$ cat src/rtl/data_mem_pkg.sv
// rtl/data_mem_pkg.sv - shared types and constants for the data memory controller
package data_mem_pkg;

  // Controller states: sweeping the array, or serving requests.
  typedef enum logic [0:0] {
    CLEAR = 1'b0,
    IDLE  = 1'b1
  } state_e;

  // Supported registered read latencies.
  localparam int LAT_MIN = 1;
  localparam int LAT_MAX = 2;

endpackage

$ cat src/rtl/data_mem_if.sv
// rtl/data_mem_if.sv - request/response bundle between a client and the data memory
interface data_mem_if #(
  parameter int DATA_WIDTH = 8,
  parameter int ADDR_WIDTH = 6
);
  logic                  req_valid;
  logic                  req_ready;
  logic                  req_write;
  logic [ADDR_WIDTH-1:0] req_addr;
  logic [DATA_WIDTH-1:0] req_wdata;
  logic                  rsp_valid;
  logic [DATA_WIDTH-1:0] rsp_rdata;
  logic                  rsp_err;
  logic                  clear_req;
  logic                  init_busy;

  modport master (
    output req_valid, req_write, req_addr, req_wdata, clear_req,
    input  req_ready, rsp_valid, rsp_rdata, rsp_err, init_busy
  );

  modport slave (
    input  req_valid, req_write, req_addr, req_wdata, clear_req,
    output req_ready, rsp_valid, rsp_rdata, rsp_err, init_busy
  );
endinterface

$ cat src/rtl/data_mem_rsp_pipe.sv
// rtl/data_mem_rsp_pipe.sv - fixed-latency shift of read responses
module data_mem_rsp_pipe #(
  parameter int DATA_WIDTH = 8,
  parameter int LATENCY    = 1
) (
  input  logic                  clk,
  input  logic                  rst_n,
  input  logic                  in_valid,
  input  logic                  in_err,
  input  logic [DATA_WIDTH-1:0] in_data,
  output logic                  out_valid,
  output logic                  out_err,
  output logic [DATA_WIDTH-1:0] out_data
);

  logic                  vld_q [LATENCY];
  logic                  err_q [LATENCY];
  logic [DATA_WIDTH-1:0] dat_q [LATENCY];

  // Valid shifts every cycle; payload only moves with a valid so the last stage holds between responses.
  always_ff @(posedge clk) begin
    if (!rst_n) begin
      for (int i = 0; i < LATENCY; i++) begin
        vld_q[i] <= 1'b0;
        err_q[i] <= 1'b0;
        dat_q[i] <= '0;
      end
    end else begin
      vld_q[0] <= in_valid;
      if (in_valid) begin
        err_q[0] <= in_err;
        dat_q[0] <= in_data;
      end
      for (int i = 1; i < LATENCY; i++) begin
        vld_q[i] <= vld_q[i-1];
        if (vld_q[i-1]) begin
          err_q[i] <= err_q[i-1];
          dat_q[i] <= dat_q[i-1];
        end
      end
    end
  end

  assign out_valid = vld_q[LATENCY-1];
  assign out_err   = err_q[LATENCY-1];
  assign out_data  = dat_q[LATENCY-1];

endmodule

$ cat src/rtl/data_mem_ctrl.sv
// rtl/data_mem_ctrl.sv - single-port data memory with clear sweep and range check
module data_mem_ctrl
  import data_mem_pkg::*;
#(
  parameter int                    DATA_WIDTH   = 8,
  parameter int                    DEPTH        = 64,
  parameter int                    ADDR_WIDTH   = $clog2(DEPTH),
  parameter int                    READ_LATENCY = 1,
  parameter logic [DATA_WIDTH-1:0] CLEAR_VALUE  = '0
) (
  input logic       clk,
  input logic       rst_n,
  data_mem_if.slave bus
);

  // Out-of-range latencies are pulled to the nearest supported value.
  localparam int LAT = (READ_LATENCY < LAT_MIN) ? LAT_MIN :
                       (READ_LATENCY > LAT_MAX) ? LAT_MAX : READ_LATENCY;
  // One extra bit so DEPTH itself is representable for the range check.
  localparam logic [ADDR_WIDTH:0]   DEPTH_X   = (ADDR_WIDTH+1)'(DEPTH);
  localparam logic [ADDR_WIDTH-1:0] LAST_LINE = ADDR_WIDTH'(DEPTH - 1);

  logic [DATA_WIDTH-1:0] mem [DEPTH];
  state_e                state_q, state_d;
  logic [ADDR_WIDTH-1:0] clr_ptr_q, clr_ptr_d;
  logic                  addr_ok, accept, wr_fire, rd_fire;
  logic [DATA_WIDTH-1:0] rd_data;

  assign addr_ok = {1'b0, bus.req_addr} < DEPTH_X;
  assign accept  = bus.req_valid && bus.req_ready;
  assign wr_fire = accept && bus.req_write && addr_ok;
  assign rd_fire = accept && !bus.req_write;
  assign rd_data = addr_ok ? mem[bus.req_addr] : '0;

  // State and sweep pointer registers.
  always_ff @(posedge clk) begin
    if (!rst_n) begin
      state_q   <= CLEAR;
      clr_ptr_q <= '0;
    end else begin
      state_q   <= state_d;
      clr_ptr_q <= clr_ptr_d;
    end
  end

  // Sweep sequencing, clear command and handshake outputs.
  always_comb begin
    state_d       = state_q;
    clr_ptr_d     = clr_ptr_q;
    bus.req_ready = 1'b0;
    bus.init_busy = 1'b0;
    case (state_q)
      CLEAR: begin
        bus.init_busy = 1'b1;
        clr_ptr_d     = clr_ptr_q + ADDR_WIDTH'(1);
        if (clr_ptr_q == LAST_LINE) begin
          state_d   = IDLE;
          clr_ptr_d = '0;
        end
      end
      IDLE: begin
        bus.req_ready = 1'b1;
        if (bus.clear_req) begin
          state_d   = CLEAR;
          clr_ptr_d = '0;
        end
      end
      default: begin
        state_d   = CLEAR;
        clr_ptr_d = '0;
      end
    endcase
  end

  // Array write port: sweep writes while clearing, accepted in-range writes otherwise.
  always_ff @(posedge clk) begin
    if (rst_n) begin
      if (state_q == CLEAR) begin
        mem[clr_ptr_q] <= CLEAR_VALUE;
      end else if (wr_fire) begin
        mem[bus.req_addr] <= bus.req_wdata;
      end
    end
  end

  data_mem_rsp_pipe #(
    .DATA_WIDTH (DATA_WIDTH),
    .LATENCY    (LAT)
  ) u_rsp_pipe (
    .clk       (clk),
    .rst_n     (rst_n),
    .in_valid  (rd_fire),
    .in_err    (!addr_ok),
    .in_data   (rd_data),
    .out_valid (bus.rsp_valid),
    .out_err   (bus.rsp_err),
    .out_data  (bus.rsp_rdata)
  );

endmodule

$ cat src/flat_wrapper.sv
// flat-port wrapper written by rule: the top's interface ports become plain ports
module data_mem_ctrl_flat import data_mem_pkg::*;
#(
  parameter int                    DATA_WIDTH   = 8,
  parameter int                    DEPTH        = 64,
  parameter int                    ADDR_WIDTH   = $clog2(DEPTH),
  parameter int                    READ_LATENCY = 1,
  parameter logic [DATA_WIDTH-1:0] CLEAR_VALUE  = '0
)
  (clk, rst_n, bus_req_valid, bus_req_write, bus_req_addr, bus_req_wdata, bus_clear_req, bus_req_ready, bus_rsp_valid, bus_rsp_rdata, bus_rsp_err, bus_init_busy);
  data_mem_if #(.DATA_WIDTH(DATA_WIDTH), .ADDR_WIDTH(ADDR_WIDTH)) bus_i ();
  input logic clk;
  input logic rst_n;
  input wire logic [$bits(bus_i.req_valid)-1:0] bus_req_valid;
  input wire logic [$bits(bus_i.req_write)-1:0] bus_req_write;
  input wire logic [$bits(bus_i.req_addr)-1:0] bus_req_addr;
  input wire logic [$bits(bus_i.req_wdata)-1:0] bus_req_wdata;
  input wire logic [$bits(bus_i.clear_req)-1:0] bus_clear_req;
  output wire logic [$bits(bus_i.req_ready)-1:0] bus_req_ready;
  output wire logic [$bits(bus_i.rsp_valid)-1:0] bus_rsp_valid;
  output wire logic [$bits(bus_i.rsp_rdata)-1:0] bus_rsp_rdata;
  output wire logic [$bits(bus_i.rsp_err)-1:0] bus_rsp_err;
  output wire logic [$bits(bus_i.init_busy)-1:0] bus_init_busy;
  assign bus_i.req_valid = bus_req_valid;
  assign bus_i.req_write = bus_req_write;
  assign bus_i.req_addr = bus_req_addr;
  assign bus_i.req_wdata = bus_req_wdata;
  assign bus_i.clear_req = bus_clear_req;
  assign bus_req_ready = bus_i.req_ready;
  assign bus_rsp_valid = bus_i.rsp_valid;
  assign bus_rsp_rdata = bus_i.rsp_rdata;
  assign bus_rsp_err = bus_i.rsp_err;
  assign bus_init_busy = bus_i.init_busy;
  data_mem_ctrl #(.DATA_WIDTH(DATA_WIDTH), .DEPTH(DEPTH), .ADDR_WIDTH(ADDR_WIDTH), .READ_LATENCY(READ_LATENCY), .CLEAR_VALUE(CLEAR_VALUE)) u_core (.clk(clk), .rst_n(rst_n), .bus(bus_i));
endmodule
$ cat config.mk
export PLATFORM = sky130hd
export DESIGN_NAME = data_mem_ctrl_flat
export DESIGN_NICKNAME = d
export VERILOG_FILES = /design/src/rtl/data_mem_pkg.sv /design/src/rtl/data_mem_if.sv /design/src/rtl/data_mem_rsp_pipe.sv /design/src/rtl/data_mem_ctrl.sv /design/src/flat_wrapper.sv
export SDC_FILE = /design/constraint.sdc
export NUM_CORES = 1
export LEC_CHECK = 0
export ABC_AREA = 0
export CORE_UTILIZATION = 50
export CTS_CLUSTER_SIZE = 25
export DETAILED_ROUTE_END_ITERATION = 16
export HOLD_SLACK_MARGIN = 0.15
export PLACE_DENSITY = 0.67
export REMOVE_ABC_BUFFERS = 1
export SETUP_SLACK_MARGIN = 0.2
export SLEW_MARGIN = 20
export SYNTH_ARGS = -nofsm -noshare
export SYNTH_HDL_FRONTEND = slang
export SYNTH_SLANG_ARGS = --single-unit
$ cat constraint.sdc
create_clock -name clk -period 2.55 [get_ports clk]
set_input_delay 0.51 -clock clk [delete_from_list [all_inputs] [get_ports clk]]
set_output_delay 0.51 -clock clk [all_outputs]
set_load 0.03 [all_outputs]
==> run_1/metal_stack.png <==
(2 px per um)
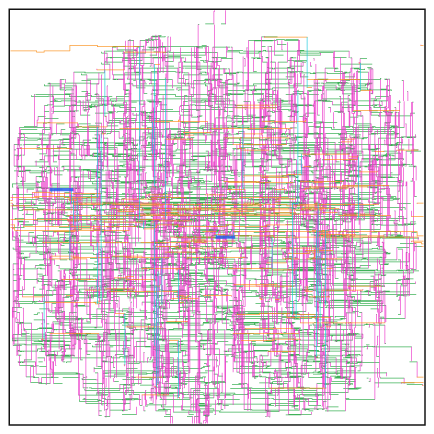
- cyan: met4 (wire length 1,240 um)
- green: met1 (wire length 20.0 mm)
- orange: met3 (wire length 3,460 um)
- magenta: met2 (wire length 23.0 mm)
- blue: met5 (wire length 18.4 um)
Tot GR Track Use: 22.7%
detailed-route via count: 10,828

==> run_1/final_congestion.png <==
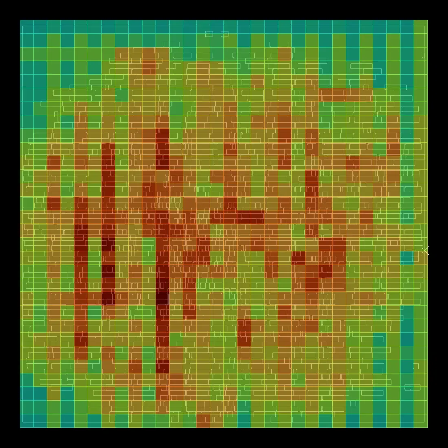
final core utilization: 61.1%
average routed wire per standard cell: 26.1 um

==> run_1/pins.png <==
(1.5 px per um) Pins as bars across the die edge, other pins in gray.
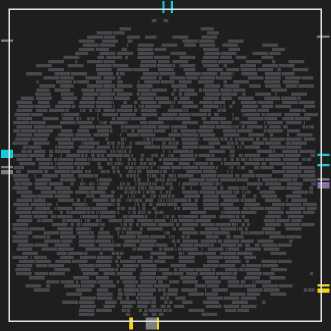
- cyan: bus_rsp_rdata (pins 8; direction output; edge 4 left, 2 right, 2 top)
- yellow: bus_req_addr (pins 6; direction input; edge 3 right, 3 bottom)
- purple: bus_clear_req (pins 1; direction input; edge right)
- all pins by edge: 11 bottom, 10 right, 8 left, 2 top
die span in x: 207 um
die outline height: 207 um

==> results.tsv, run 1 <==
stage	metric	value	unit
pwr	combinational share of power	3.7	%
clocking	clock root buffer	sky130_fd_sc_hd__clkbuf_16	
yosys	post-synthesis area per instance	20.5	um2
place	count of input and output buffers	29	
worst_setup_path	largest incremental delay on the critical path	0.44	ns
yosys	Top-area cell share	74.3	%
final_timing	worst clock skew	0.0211	ns
clocking	depth of the CTS H-tree	2	
pwr	total power consumption of the routed design	17800	uW
worst_setup_path	worst-path cell chain	buf_6, inv_1, dlygate4sd2_1	
worst_hold_path	Hold/Removal Path Class	register to register	
yosys	Ys Warns	0	
grt	GR Layer Usage met3	4.96	%
grt	vias in the first global route	11136	
floorplan	starting density of the core	51.1	%
floorplan	Row Count	74	
worst_setup_path	worst path buffer plus inverter count	3	
flow_run	tally of OpenROAD warnings	26	
final_timing	RSZ-0062 raised after global routing	false	
yosys	Yosys chip area	21000	um2
run_status	result of the run	complete, but fails checks	
worst_hold_path	number of stages on the worst hold path	2	
run_status	failing checks	DRC	
yosys	cell type contributing the most total cell area after synthesis	sky130_fd_sc_hd__edfxtp_1	
yosys	cells after synthesis	1027	
grt	first-pass GRT wire length	70800	um
final_timing	final setup TNS	0	ns
worst_setup_path	class of the most critical setup path	register to output pin	
place	DP Area	23400	um2
final_timing	shortest period the worst path allows	2.29	ns
final_timing	Final Max Slew Viols	0	
final_timing	share of the clock period used by the worst path after layout	89.6	%
cells_and_area	synth-to-layout area growth	19.4	%
worst_setup_path	Max FO, Critical Path	14	
worst_setup_path	Top delay family on crit path	buffers and inverters	
pwr	clock share of power	43.2	%
pwr	share of total power consumed by net switching	19.7	%
grt	grt met2 use	36.1	%
clocking	post-CTS repair timing setup buffer count	0	
drt	DR pass1 iterations	13	
worst_setup_path	destination of the worst register-to-register timing path	u_core.mem[50][2]$_DFFE_PP_	
cells_and_area	count of non-filler cells in the finished layout	1829	
cells_and_area	fraction of final layout cells sized beyond drive strength 1	30.2	%
worst_setup_path	worst reg2reg setup slack	0.38	ns
pwr	PD cells	708	nW/um2
grt	Most Used Layer, Global Route	met2	
worst_setup_path	launch point of the worst reg-to-reg path	u_core.state_q$_SDFF_PN0_	
yosys	main area contributors	sky130_fd_sc_hd__edfxtp_1 74%, sky130_fd_sc_hd__mux4_2 10%, sky130_fd_sc_hd__mux4_1 4.4%, sky130_fd_sc_hd__mux2i_1 1.5%, sky130_fd_sc_hd__nor2_1 1.4%	
yosys	prevailing post-synth register cell	sky130_fd_sc_hd__edfxtp_1	
final_timing	final setup violation count	0	
drt	antenna-violating nets left	0	
worst_setup_path	data arrival time of the critical path	1.78	ns
drt	violation count after the first detailed-routing iteration	903	
yosys	post-synthesis cell type with the largest instance count	sky130_fd_sc_hd__edfxtp_1	
grt	maximum number of pins on one net before global-route repair	65	
cells_and_area	number of fillers in the final layout	2887	
cells_and_area	post-route standard cell area excluding fillers	25100	um2
drt	number of remaining DRC errors	2	
worst_setup_path	Worst Setup End Kind	output pin	
worst_hold_path	end of the worst hold path	u_core.clr_ptr_q[0]$_SDFFE_PN0P_	
clocking	post-CTS clock slew at the launch and capture registers of the worst setup and hold paths	0.06	ns
floorplan	area of the die	42900	um2
place	Placed Cells incl. Taps	1730	
yosys	EDFF count, synth	520	
floorplan	number of placed I/O pins	31	
floorplan	area of the core region	41100	um2
yosys	Netlist cell types	50	
final_timing	final hold vios	0	
flow_run	number of violations of the max-capacitance limit	0	
worst_setup_path	cell type of the slowest stage on the worst timing path	sky130_fd_sc_hd__dlygate4sd2_1	
place	final weighted congestion in routability-driven placement	0.911	
run 1: layout make-up:
type | instances | area [um2] | area share [%]
Multi-Input combinational cell | 440 | 4860 | 19.4
Antenna cell | 2 | 5.00 | 0.0199
Clock buffer | 69 | 1460 | 5.81
Inverter | 4 | 15.0 | 0.0598
Clock inverter | 28 | 277 | 1.10
Sequential cell | 528 | 15800 | 62.8
Tap cell | 532 | 666 | 2.65
Timing Repair Buffer | 226 | 2060 | 8.19
run 1: worst max-delay path by stage:
stage,end,slack [ns],start,cells past startpoint
2_1_floorplan,u_core.mem[40][0]$_DFFE_PP_,-0.18,u_core.state_q$_SDFF_PN0_,5
3_3_place_gp,u_core.mem[34][0]$_DFFE_PP_,-0.21,rst_n,8
3_5_place_dp,u_core.mem[10][4]$_DFFE_PP_,-0.32,rst_n,8
4_1_cts,bus_init_busy,0.16,u_core.state_q$_SDFF_PN0_,3
5_1_grt,u_core.mem[50][5]$_DFFE_PP_,0.22,rst_n,8
6_report,bus_init_busy,0.26,u_core.state_q$_SDFF_PN0_,3
run 1: logic make-up (layout without fill, tap and decap cells):
kind of cell / Yosys count / in the layout / synth area share, %
other cells: 1 / 3 / 0.0178
buf+inv: 59 / 327 / 1.97
compound gates: 76 / 76 / 2.38
mux: 165 / 165 / 16.1
fa+ha+maj: 1 / 1 / 0.0595
flops: 528 / 528 / 75.0
simple gates: 197 / 197 / 4.42
run 1: power by group through the flow:
stage | sequential, uW | combinational, uW | clock [uW]
final | 9440 | 660 | 7690
after global placement | 9620 | 656 | 0
after floorplan | 9620 | 246 | 0
after detailed placement | 9620 | 659 | 0
after CTS | 9440 | 664 | 7820
after global routing | 9440 | 695 | 8110
run 1: sequential cells by signal (all words and copies together), names as in the netlist:
name / flops
u_core.mem: 512
u_core.u_rsp_pipe.dat_q: 8
u_core.clr_ptr_q: 6
u_core.state_q: 1
u_core.u_rsp_pipe.vld_q: 1
run 1: cell usage in the layout (no fill, tap or decap), drive strengths merged, types with 5 or more instances in the layout:
cell,synthesis,layout
a21oi,8,8
a22oi,8,8
a31oi,12,12
a32oi,5,5
and2,13,13
buf,39,199
bufinv,0,5
clkbuf,16,70
clkdlybuf4s50,0,24
clkinv,0,17
dfxtp,8,8
edfxtp,520,520
inv,4,7
mux2,5,5
mux2i,32,32
mux4,128,128
nand2,39,39
nand2b,16,16
nand3,15,15
nand3b,5,5
nor2,80,80
nor3,8,8
o21ai,18,18
o22ai,9,9
run 1: tightest hold or removal path: cells and delay by family, from the launching register on:
family          cells  cell delay (ns)
flops               1             0.38
simple gates        1             0.12
compound gates      1             0.06
run 1: repair_timing:
action	4_1_cts	5_1_grt
resized	2	4
pin swaps	0	1
hold buffers	0	0
setup endpoints to repair	2	160
run 1: per-layer routing:
layer / wire length [um] / vias to the layer above / part of all wire [%]
met3: 3460 / 81 / 7.3
met1: 20000 / 5632 / 42
li1: - / 4724 / -
met5: 18 / - / 0.038
met4: 1240 / 4 / 2.6
met2: 23000 / 387 / 48
--- run 2 (diff from run 1) ---
--- a/config.mk
+++ b/config.mk
@@ -6,6 +6,7 @@
 export NUM_CORES = 1
 export LEC_CHECK = 0
 export ABC_AREA = 0
+export CAP_MARGIN = 30
 export CORE_UTILIZATION = 50
 export CTS_CLUSTER_SIZE = 25
 export DETAILED_ROUTE_END_ITERATION = 16
==> run_2/metal_stack.png <==
(2 px per um)
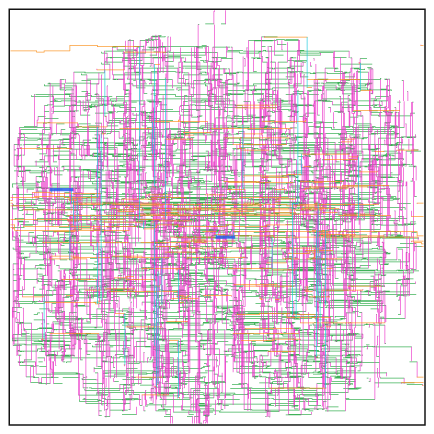
- blue: met5 (wire length 18.4 um)
- orange: met3 (wire length 3,460 um)
- cyan: met4 (wire length 1,240 um)
- green: met1 (wire length 20.0 mm)
- magenta: met2 (wire length 23.0 mm)
Routed WL: 47,700 um

==> run 2 against run 1 <==
The run still ends with DRC left. Sequential power hardly changed. First-iteration DRC count stayed put. Core utilization is the same. Critical endpoint unchanged. Register-to-register slack barely moved. Non-clock buffer count unchanged. Clock skew is the same. Routed wire length stayed put. Design area stayed put.
==> results.tsv, run 2 <==
stage	metric	value	unit	change
worst_hold_path	end of the worst hold path	u_core.clr_ptr_q[0]$_SDFFE_PN0P_		unchanged
final_timing	final hold vios	0		unchanged
worst_setup_path	Max FO, Critical Path	14		unchanged
yosys	prevailing post-synth register cell	sky130_fd_sc_hd__edfxtp_1		unchanged
cells_and_area	fraction of final layout cells sized beyond drive strength 1	30.2	%	unchanged
pwr	PD cells	708	nW/um2	unchanged
yosys	EDFF count, synth	520		unchanged
floorplan	number of placed I/O pins	31		unchanged
pwr	total power consumption of the routed design	17800	uW	unchanged
cells_and_area	final core utilization	61.1	%	unchanged
worst_hold_path	number of stages on the worst hold path	2		unchanged
grt	first-pass GRT wire length	70800	um	unchanged
drt	number of remaining DRC errors	2		unchanged
yosys	post-synthesis area per instance	20.5	um2	unchanged
place	Placed Cells incl. Taps	1730		unchanged
clocking	clock root buffer	sky130_fd_sc_hd__clkbuf_16		unchanged
worst_hold_path	Hold/Removal Path Class	register to register		unchanged
yosys	cell type contributing the most total cell area after synthesis	sky130_fd_sc_hd__edfxtp_1		unchanged
drt	DR pass1 iterations	13		unchanged
final_timing	final setup violation count	0		unchanged
pwr	combinational share of power	3.7	%	about the same
clocking	post-CTS repair timing setup buffer count	0		unchanged
yosys	Yosys chip area	21000	um2	unchanged
cells_and_area	synth-to-layout area growth	19.4	%	unchanged
final_timing	worst clock skew	0.0211	ns	unchanged
pwr	share of total power consumed by net switching	19.7	%	unchanged
yosys	Top-area cell share	74.3	%	unchanged
drt	detailed-route via count	10828		unchanged
grt	maximum number of pins on one net before global-route repair	65		unchanged
final_timing	shortest period the worst path allows	2.29	ns	unchanged
cells_and_area	Commonest Layout Cell	sky130_fd_sc_hd__edfxtp_1		unchanged
yosys	main area contributors	sky130_fd_sc_hd__edfxtp_1 74%, sky130_fd_sc_hd__mux4_2 10%, sky130_fd_sc_hd__mux4_1 4.4%, sky130_fd_sc_hd__mux2i_1 1.5%, sky130_fd_sc_hd__nor2_1 1.4%		unchanged
grt	Tot GR Track Use	22.7	%	unchanged
worst_setup_path	data arrival time of the critical path	1.78	ns	about the same
place	final weighted congestion in routability-driven placement	0.911		unchanged
run_status	failing checks	DRC		unchanged
clocking	post-CTS clock slew at the launch and capture registers of the worst setup and hold paths	0.06	ns	about the same
cells_and_area	number of fillers in the final layout	2887		unchanged
floorplan	die outline height	207	um	unchanged
cells_and_area	top flop regs	u_core.mem: 512 flops, u_core.u_rsp_pipe.dat_q: 8 flops, u_core.clr_ptr_q: 6 flops		unchanged
run_status	result of the run	complete, but fails checks		unchanged
==> run 2: stage by stage <==
stage	cell area, um2	hold WS, ns	TNS, ns
floorplan	20600	0.520	-79.88
global placement	23400	0.571	-65.76
detailed placement	23400	0.578	-91.48
CTS	25100	0.592	0
global route	25100	0.651	0
finish	25100	0.600	0
==> run 2: metal layers <==
metal / GRT usage, % / share of wire (%)
met4: 8.03 / 2.6
met1: 31.3 / 42
met5: 0 / 0.038
met3: 4.96 / 7.3
met2: 36.1 / 48
==> run 2: power by group through the flow <==
stage / clock (uW) / sequential [uW] / combinational (uW)
3_5_place_dp: 0 / 9620 / 659
5_1_grt: 8110 / 9440 / 695
2_1_floorplan: 0 / 9620 / 246
3_3_place_gp: 0 / 9620 / 656
6_report: 7690 / 9440 / 660
4_1_cts: 7820 / 9440 / 664
==> run 2: timing repair <==
action | CTS | global route
pin swaps | 0 | 1
endpoints found under the setup margin | 2 | 160
resized | 2 | 4
hold endpoints to repair | 0 | 0
==> run 2: worst max-delay path, cell delays in order (launching register included) <==
cell and delay [ns]:
sky130_fd_sc_hd__dfxtp_2 0.36, sky130_fd_sc_hd__buf_6 0.17, sky130_fd_sc_hd__inv_1 0.20, sky130_fd_sc_hd__dlygate4sd2_1 0.44
==> run 2: logic make-up (layout without fill, tap and decap cells) <==
logic type,Yosys count,in the layout,synth area share (%)
other cells,1,3,0.0178
fa+ha+maj,1,1,0.0595
compound gates,76,76,2.38
simple gates,197,197,4.42
buf+inv,59,327,1.97
flops,528,528,75.0
mux,165,165,16.1
==> run 2: worst max-delay path by stage <==
stage                                          from                     endpoint  slack, ns  cells after the start
after floorplan           u_core.state_q$_SDFF_PN0_  u_core.mem[40][0]$_DFFE_PP_      -0.18                      5
after global placement                        rst_n  u_core.mem[34][0]$_DFFE_PP_      -0.21                      8
after detailed placement                      rst_n  u_core.mem[10][4]$_DFFE_PP_      -0.32                      8
after CTS                 u_core.state_q$_SDFF_PN0_                bus_init_busy       0.16                      3
after global routing                          rst_n  u_core.mem[50][5]$_DFFE_PP_       0.22                      8
final                     u_core.state_q$_SDFF_PN0_                bus_init_busy       0.26                      3
==> run 2: area by class of cell <==
cell class                      instances  area [um2]  share of cell area, %
Inverter                                4        15.0                 0.0598
Antenna cell                            2        5.00                 0.0199
Clock buffer                           69        1460                   5.81
Timing Repair Buffer                  226        2060                   8.19
Tap cell                              532         666                   2.65
Sequential cell                       528       15800                   62.8
Multi-Input combinational cell        440        4860                   19.4
Clock inverter                         28         277                   1.10
--- run 3 (diff from run 2) ---
--- a/config.mk
+++ b/config.mk
@@ -10,6 +10,7 @@
 export CORE_UTILIZATION = 50
 export CTS_CLUSTER_SIZE = 25
 export DETAILED_ROUTE_END_ITERATION = 16
+export GPL_TIMING_DRIVEN = 0
 export HOLD_SLACK_MARGIN = 0.15
 export PLACE_DENSITY = 0.67
 export REMOVE_ABC_BUFFERS = 1
==> run_3/metal_stack.png <==
(2 px per um)
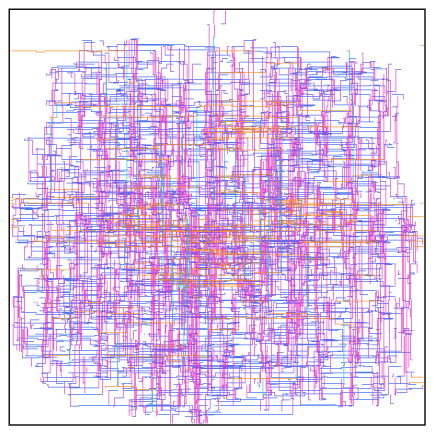
- blue: met1 (wire length 19,400 um)
- cyan: met4 (wire length 1,550 um)
- magenta: met2 (wire length 22.9 mm)
- orange: met3 (wire length 3,520 um)
Tot GR Track Use: 22.3%
detailed-route via count: 10,564
Routed WL: 47,400 um
average routed wire per standard cell: 27.9 um

==> run 3 against run 2 <==
Final cell count fell by 7.2%. Via count fell by 2.4%. Worst hold slack got worse by 0.070 ns. The flow now finishes without violations. Register-to-register slack got worse by 0.19 ns. Setup slack got worse by 0.11 ns. Combinational power fell by 2%. Maximum frequency fell by 4.7%. Largest cell class unchanged. Global-route usage fell by 0.35 points.
==> results.tsv, run 3 <==
stage	metric	value	unit	change
run_status	result of the run	completed		was complete, but fails checks
cells_and_area	post-route standard cell area excluding fillers	25100	um2	about the same
yosys	post-synthesis sequential element count	528		unchanged
yosys	EDFF count, synth	520		unchanged
yosys	area of the mapped netlist	21000	um2	unchanged
clocking	clock tree from TritonCTS	yes		unchanged
clocking	depth of the CTS H-tree	2		unchanged
clocking	clock latency at the later pin of the worst-skew pair	0.60	ns	about the same
cells_and_area	Commonest Layout Cell	sky130_fd_sc_hd__edfxtp_1		unchanged
floorplan	Row Count	74		unchanged
place	Placed Cells incl. Taps	1546		was 1,730
yosys	Yosys chip area	21000	um2	unchanged
yosys	prevailing post-synth register cell	sky130_fd_sc_hd__edfxtp_1		unchanged
floorplan	area of the core region	41100	um2	unchanged
floorplan	die outline height	207	um	unchanged
worst_setup_path	Max FO, Critical Path	9		was 14
worst_setup_path	Worst Setup End Kind	register		was output pin
clocking	post-CTS clock slew at the launch and capture registers of the worst setup and hold paths	0.06	ns	about the same
final_timing	Max Clk Rate	417	MHz	was 438 MHz
pwr	Max rail drop VDD	0.534	mV	was 0.603 mV
final_timing	RSZ-0062 raised after global routing	true		was false
worst_setup_path	startpoint types	primary input		was register
yosys	cells after synthesis	1027		unchanged
yosys	register area share after synthesis	75.0	%	unchanged
yosys	Ys Warns	0		unchanged
drt	number of remaining DRC errors	0		was 2
place	DP Area	21900	um2	was 23,400 um2
cells_and_area	top flop regs	u_core.mem: 512 flops, u_core.u_rsp_pipe.dat_q: 8 flops, u_core.clr_ptr_q: 6 flops		unchanged
clocking	number of buffers inserted by hold repair at cts	0		unchanged
yosys	cell types with the highest counts after synthesis	520 x sky130_fd_sc_hd__edfxtp_1, 93 x sky130_fd_sc_hd__mux4_2, 80 x sky130_fd_sc_hd__nor2_1, 39 x sky130_fd_sc_hd__nand2_1, 35 x sky130_fd_sc_hd__mux4_1		unchanged
cells_and_area	top library cells by usage in the layout, fill and taps aside	520 x sky130_fd_sc_hd__edfxtp_1, 93 x sky130_fd_sc_hd__mux4_2, 62 x sky130_fd_sc_hd__nor2_4		was 520 x sky130_fd_sc_hd__edfxtp_1, 175 x sky130_fd_sc_hd__buf_4, 93 x sky130_fd_sc_hd__mux4_2
worst_hold_path	Hold/Removal Path Class	primary input to register		was register to register
worst_setup_path	required arrival time at the worst endpoint	3.01	ns	was 2.04 ns
place	HPWL Detailed	27000	um	was 31,200 um
worst_setup_path	data arrival time of the critical path	2.86	ns	was 1.78 ns
cells_and_area	number of flip-flops in the largest register	512		unchanged
flow_run	tally of OpenROAD warnings	26		unchanged
worst_hold_path	hold path startpoint	bus_req_write		was u_core.clr_ptr_q[0]$_SDFFE_PN0P_
grt	vias in the first global route	10540		was 11,136
yosys	share of flip-flops with an asynchronous set or reset	0	%	unchanged
grt	maximum number of pins on one net before global-route repair	72		was 65
final_timing	final setup violation count	0		unchanged
pwr	static leakage	0.00915	uW	was 0.00962 uW
floorplan	number of placed I/O pins	31		unchanged
clocking	CTS max path bufs	3		unchanged
pwr	total power consumption of the routed design	17300	uW	was 17,800 uW
cells_and_area	final core utilization	61.0	%	was 61.1%
floorplan	area of the die	42900	um2	unchanged
clocking	CTS Buf Count	53		unchanged
drt	via density per instance	6.23		was 5.92
final_timing	shortest period the worst path allows	2.40	ns	was 2.29 ns
final_timing	Final Max Slew Viols	0		unchanged
yosys	Top-area cell share	74.3	%	unchanged
drt	antenna-violating nets left	0		unchanged
drt	violation count after the first detailed-routing iteration	1164		was 903
final_timing	Least-Margin Pin Slew	0.720	ns	was 0.879 ns
cells_and_area	count of antenna diodes in the layout	0		was 2
final_timing	max_slew headroom	52.0	%	was 41.1%
clocking	sinks on the clock net	528		unchanged
cells_and_area	count of non-filler cells in the finished layout	1697		was 1,829
worst_setup_path	class of the most critical setup path	primary input to register		was register to output pin
cells_and_area	net count of the finished layout	1142		was 1,273
final_timing	worst clock skew	0.0250	ns	was 0.0211 ns
grt	antenna violations before repair	0		was 6
place	final weighted congestion in routability-driven placement	0.822		was 0.911
yosys	number of cell instances after yosys synthesis	1027		unchanged
final_timing	final hold vios	0		unchanged
yosys	post-synthesis cell type with the largest instance count	sky130_fd_sc_hd__edfxtp_1		unchanged
drt	DR pass1 iterations	8		was 13
yosys	post-synthesis area per instance	20.5	um2	unchanged
final_timing	share of the clock period used by the worst path after layout	94.0	%	was 89.6%
place	count of input and output buffers	29		unchanged
yosys	main area contributors	sky130_fd_sc_hd__edfxtp_1 74%, sky130_fd_sc_hd__mux4_2 10%, sky130_fd_sc_hd__mux4_1 4.4%, sky130_fd_sc_hd__mux2i_1 1.5%, sky130_fd_sc_hd__nor2_1 1.4%		unchanged
cells_and_area	largest reg by FF count	u_core.mem		unchanged
floorplan	die span in x	207	um	unchanged
grt	residual overflow from global routing	0		unchanged
cells_and_area	synth-to-layout area growth	19.3	%	was 19.4%
grt	first-pass GRT wire length	69500	um	was 70,800 um
cells_and_area	fraction of final layout cells sized beyond drive strength 1	29.2	%	was 30.2%
floorplan	starting density of the core	51.1	%	unchanged
worst_setup_path	start point of the critical path	rst_n		was u_core.state_q$_SDFF_PN0_
yosys	Netlist cell types	50		unchanged
pwr	PD cells	690	nW/um2	was 708 nW/um2
worst_setup_path	launch point of the worst reg-to-reg path	u_core.state_q$_SDFF_PN0_		unchanged
flow_run	number of violations of the max-capacitance limit	0		unchanged
clocking	clock root buffer	sky130_fd_sc_hd__clkbuf_16		unchanged
yosys	cell type contributing the most total cell area after synthesis	sky130_fd_sc_hd__edfxtp_1		unchanged
-- run 3: area by class of cell --
cell class,instances,area [um2]
multi-input combinational,441,5580
clock buffer,77,1470
sequential,528,15800
inverter,4,15.0
clock inverter,21,124
timing repair buffer,94,1450
fill,2827,16000
tap,532,666
-- run 3: worst max-delay path: stages --
cell and delay [ns]:
sky130_fd_sc_hd__dlygate4sd2_1 0.54, sky130_fd_sc_hd__nand3_1 0.42, sky130_fd_sc_hd__nor3_2 0.40, sky130_fd_sc_hd__buf_2 0.25, sky130_fd_sc_hd__o21ai_0 0.13, sky130_fd_sc_hd__nor4_2 0.42
sky130_fd_sc_hd__a31o_1 0.17
-- run 3: repair_timing --
action | 4_1_cts | 5_1_grt
gates cloned | 3 | 1
setup buffers | 25 | 24
pin swaps | 29 | 21
endpoints found under the setup margin | 994 | 510
resized | 174 | 12
-- run 3: power breakdown --
| part | switching (uW) | internal, uW | leakage, uW | total (uW) |
|---|---|---|---|---|
| Sequential | 17.4 | 9420 | 0.00589 | 9440 |
| Combinational | 383 | 265 | 0.00249 | 648 |
| Clock | 3130 | 4080 | 0.000776 | 7220 |
-- run 3: cells by family after synthesis --
logic type                 after synthesis  share of synthesized area [%]
AOI/OAI and AO/OA                       76                           2.38
adders and majority gates                1                         0.0595
buffers and inverters                   59                           1.97
DFF                                    528                           75.0
muxes                                  165                           16.1
other                                    1                         0.0178
and+or+nand+nor                        197                           4.42
-- run 3: final timing paths --
kind                                                                     to  slack (ns)  cells after the start
worst max-delay path            u_core.u_rsp_pipe.dat_q[0][6]$_SDFFCE_PN0P_        0.15                      7
worst min-delay path                     u_core.u_rsp_pipe.vld_q[0]$_DFF_P_        0.53                      2
worst max register to register  u_core.u_rsp_pipe.dat_q[0][6]$_SDFFCE_PN0P_        0.19                      6
worst min register to register             u_core.clr_ptr_q[0]$_SDFFE_PN0P_        0.64                      2
-- run 3: per-layer routing --
metal / wire (um) / up-vias / global-route usage, % / part of all wire (%)
met5: 0 / - / 0 / 0
met1: 19400 / 5521 / 31.9 / 41
met2: 22900 / 453 / 34.8 / 48
met3: 3520 / 109 / 4.47 / 7.4
li1: - / 4481 / - / -
met4: 1550 / 0 / 7.64 / 3.3
-- run 3: through the flow --
stage	setup WS, ns	TNS (ns)	hold WS [ns]
3_3_place_gp	-8.24	-4882.27	0.562
5_1_grt	0.154	0	0.536
4_1_cts	0.202	0	0.466
2_1_floorplan	-0.184	-79.88	0.520
6_report	0.153	0	0.530
3_5_place_dp	-1.58	-967.26	0.571
No activity file was given, so power comes from the tool's default toggle rates.
